$ cat src/rtl/qmac.sv
// rtl/qmac.sv - streaming saturating Q-format multiply-accumulate with one frame sum per in_last
// Optional build macro QMAC_ROUND_EN selects round-half-up products instead of floor truncation.
module qmac #(
  parameter int Q = 15
) (
  input  logic        clk,
  input  logic        rst,
  input  logic        in_valid,
  output logic        in_ready,
  input  logic [31:0] in_a,
  input  logic [31:0] in_b,
  input  logic        in_last,
  output logic        out_valid,
  input  logic        out_ready,
  output logic [31:0] out_sum,
  output logic        out_sat
);

  typedef enum logic [1:0] {RUN, FLUSH, HOLD} state_t;

  localparam logic [31:0] POS_MAX = 32'h7FFF_FFFF;
  localparam logic [31:0] NEG_MAX = 32'h8000_0000;

  state_t      state;
  logic        s1_valid;
  logic [31:0] s1_p;
  logic        s1_last;
  logic        s1_sat;
  logic [31:0] acc;
  logic        frame_sat;

  logic               accept;
  logic signed [63:0] a_ext;
  logic signed [63:0] b_ext;
  logic signed [63:0] prod_full;
  logic signed [63:0] prod_adj;
  logic signed [63:0] prod_shift;
  logic               prod_ovf;
  logic [31:0]        prod_val;
  logic [32:0]        add_res;

  function automatic logic [32:0] sat_add(input logic [31:0] x, input logic [31:0] y);
    logic [31:0] s;
    s = x + y;
    if ((x[31] == y[31]) && (s[31] != x[31]))
      return {1'b1, (x[31] ? NEG_MAX : POS_MAX)};
    return {1'b0, s};
  endfunction

  assign accept = in_valid && in_ready;

  assign a_ext     = {{32{in_a[31]}}, in_a};
  assign b_ext     = {{32{in_b[31]}}, in_b};
  assign prod_full = a_ext * b_ext;
`ifdef QMAC_ROUND_EN
  assign prod_adj  = prod_full + (64'sd1 <<< (Q - 1));
`else
  assign prod_adj  = prod_full;
`endif
  assign prod_shift = prod_adj >>> Q;
  // Anything outside 32-bit signed range shows up as non-sign bits above bit 31.
  assign prod_ovf   = (prod_shift[63:31] != {33{prod_shift[31]}});
  assign prod_val   = prod_ovf ? (prod_shift[63] ? NEG_MAX : POS_MAX) : prod_shift[31:0];

  assign add_res = sat_add(acc, s1_p);

  always_ff @(posedge clk) begin
    if (rst) begin
      state     <= RUN;
      in_ready  <= 1'b0;
      s1_valid  <= 1'b0;
      s1_p      <= 32'h0;
      s1_last   <= 1'b0;
      s1_sat    <= 1'b0;
      acc       <= 32'h0;
      frame_sat <= 1'b0;
      out_valid <= 1'b0;
      out_sum   <= 32'h0;
      out_sat   <= 1'b0;
    end else begin
      s1_valid <= accept;
      if (accept) begin
        s1_p    <= prod_val;
        s1_last <= in_last;
        s1_sat  <= prod_ovf;
      end

      if (s1_valid) begin
        acc       <= add_res[31:0];
        frame_sat <= frame_sat | s1_sat | add_res[32];
      end

      case (state)
        RUN: begin
          // in_ready drops right after the last beat; FLUSH starts once it has reached stage 2.
          if (s1_valid && s1_last) begin
            state    <= FLUSH;
            in_ready <= 1'b0;
          end else begin
            in_ready <= !(accept && in_last);
          end
        end
        FLUSH: begin
          out_sum   <= acc;
          out_sat   <= frame_sat;
          out_valid <= 1'b1;
          acc       <= 32'h0;
          frame_sat <= 1'b0;
          in_ready  <= 1'b0;
          state     <= HOLD;
        end
        HOLD: begin
          if (out_ready) begin
            out_valid <= 1'b0;
            in_ready  <= 1'b1;
            state     <= RUN;
          end
        end
        default: begin
          state    <= RUN;
          in_ready <= 1'b0;
        end
      endcase
    end
  end

endmodule

$ cat config.mk
export PLATFORM = sky130hd
export DESIGN_NAME = qmac
export DESIGN_NICKNAME = d
export VERILOG_FILES = /design/src/rtl/qmac.sv
export SDC_FILE = /design/constraint.sdc
export NUM_CORES = 2
export LEC_CHECK = 0
export CAP_MARGIN = 40
export CORE_AREA = 2 2 267 401
export DETAILED_ROUTE_END_ITERATION = 10
export DIE_AREA = 0 0 269 403
export SLEW_MARGIN = 30
export SYNTH_ARGS = -nofsm -noshare
export SYNTH_HDL_FRONTEND = slang
export SYNTH_SLANG_ARGS = --single-unit
$ cat constraint.sdc
create_clock -name clk -period 30.4 [get_ports clk]
set_input_delay 6.08 -clock clk [delete_from_list [all_inputs] [get_ports clk]]
set_output_delay 6.08 -clock clk [all_outputs]
set_load 0.03 [all_outputs]
==> summary.rpt <==
DRT
-------------------------------------------------------------------------------
DR DRC count .....................................................            0
Number of detailed-route iterations in the first pass ............            7
Met3 Routed Length ...............................................      2630 um
Routed metal-1 wirelength ........................................    39,700 um
DRT Wirelength ...................................................   111,000 um
Wire length on met2 ..............................................    64,200 um

OUTCOME
-------------------------------------------------------------------------------
Outcome ..........................................................    completed

WORST SETUP PATH
-------------------------------------------------------------------------------
Number of cell instances on the worst register-to-register path ..           14
Terminus of the critical flop-to-flop path .......................      acc[14]
Category of the critical setup timing path ....................... primary input to register
Critical Path Max Stage Delay ....................................       900 ps

CTS
-------------------------------------------------------------------------------
CTS tree .........................................................         done
CTS Buf Count ....................................................            9
Number of buffers on the longest clock path ......................            2
Clock latency on the worst-skew pair .............................       360 ps
Number of levels in the clock H-tree .............................            3

SYNTHESIS
-------------------------------------------------------------------------------
Unique cell types ................................................           81
Synthesized area .................................................   0.0416 mm2
Synthesis-stage register bit count ...............................          105
Area of the synthesized netlist per yosys stat ...................   0.0416 mm2

LAYOUT
-------------------------------------------------------------------------------
Clk_buf instances ................................................           10
Final nets .......................................................        5,753
Top cell excl fill/tap ...........................................         fa_1
Number of inserted diodes ........................................            4
Final-layout fill cell count .....................................       10,400
Multi-input gate count ...........................................        3,234

TIMING
-------------------------------------------------------------------------------
Minimum clock period .............................................    15,510 ps
Total of endpoints with negative setup slack in the final report .            0

FLOORPLANNING
-------------------------------------------------------------------------------
Core region area .................................................    0.105 mm2
Die Area .........................................................    0.108 mm2
I/O pin count ....................................................          104

PLACEMENT
-------------------------------------------------------------------------------
Final weighted congestion in routability-driven placement ........        0.916
Worst slack after detailed placement .............................    14,500 ps
Instance area after placement ....................................   0.0437 mm2

GRT
-------------------------------------------------------------------------------
GR peak layer ....................................................         met2
Initial antenna violation count ..................................            8
Aggregate global routing overflow ................................            0
Number of global-route vias before repair ........................       34,300

HOLD PATH
-------------------------------------------------------------------------------
Hold path depth ..................................................            2

worst reg2reg max path, delay by kind of cell, from the launching register on:
family                     cells  cell delay [ps]
AOI/OAI and AO/OA             10             2380
DFF                            1              400
buffers and inverters          1              330
adders and majority gates      1              260
muxes                          1              150
and+or+nand+nor                1              110
how the worst max path moves through the flow:
stage,cells past startpoint,slack (ps),end
after floorplan,28,15790,s1_p[11]
after global placement,26,13820,s1_p[14]
after detailed placement,28,14500,s1_p[11]
after CTS,28,14830,s1_p[14]
after global routing,28,14390,s1_p[18]
final,28,14890,s1_p[16]
cells in the mapped netlist (all sizes together) (4+ instances only):
master	n	area (um2)
nand2	639	2410
o221a	4	45.0
nor3	21	115
a2111oi	5	81.3
or2	11	68.8
fa	1082	21700
a211o	7	61.3
nor2b	12	75.1
xnor2	57	499
a31oi	39	244
buf	30	269
and4	8	71.3
mux2i	6	60.1
a221oi	4	52.6
o21bai	10	75.1
a211oi	12	95.1
o31a	4	35.0
nor4	8	65.1
o221ai	4	35.0
a221o	32	340
o21ai	70	350
nand2b	48	300
o21a	16	121
clkbuf	226	848
o211ai	6	45.0
and2	533	3330
dfxtp	105	2100
and3	12	75.1
a21o	25	188
or3	10	63.8
a21oi	140	716
nand3	23	115
ha	211	2640
xor2	25	219
nor2	83	314
o31ai	6	55.1
inv	876	3290
nand4	28	181
kinds of logic after synthesis:
kind of cell,share of synthesized area [%]
DFF,5.05
muxes,0.144
AOI/OAI and AO/OA,6.66
buffers and inverters,10.6
and+or+nand+nor,17.4
adders and majority gates,58.4
xor gates and xnor gates,1.72
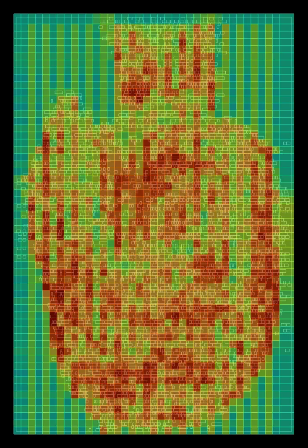
**Above:** track usage over the die.
met1 layer usage reported by global route: 23.4%
fraction of met2 tracks used by global routing: 43.3%
detail-routed net length per standard cell: 19.2 um
final core utilization: 42.0%
total track usage: 21.7%

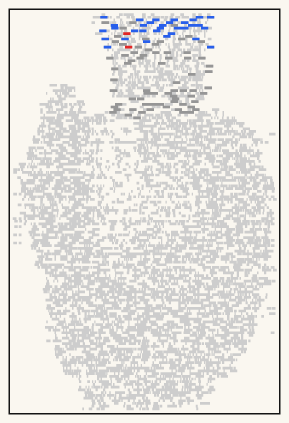
**Above:** sequential cells grouped by signal name.
Drawn at 1 px/um. Other sequential cells in the stronger gray, the rest of the logic in the fainter gray.
out_sum: drawn in blue, flops 32, where top center. state: drawn in red, flops 2.
Another 71 sequential cells are not colored.
flip-flop and latch share of the layout cell area: 4.77%
FF+latch area: 0.00210 mm2

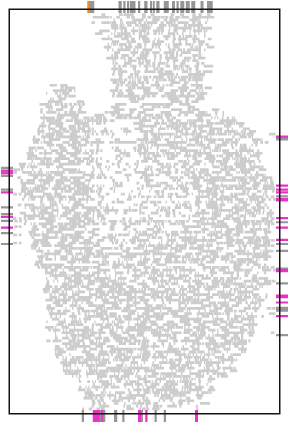
**Above:** I/O pins on the die edge.
Drawn at 1 px/um. Pins as bars across the die edge, other pins in gray.
out_sat: drawn in orange, pins 1, direction output, edge top. in_a: drawn in magenta, pins 32, direction input, edge 15 right, 12 bottom, 5 left.
quantity of I/O buffers inserted on ports: 103
Die Y-Extent: 403 um
floorplan die width: 269 um

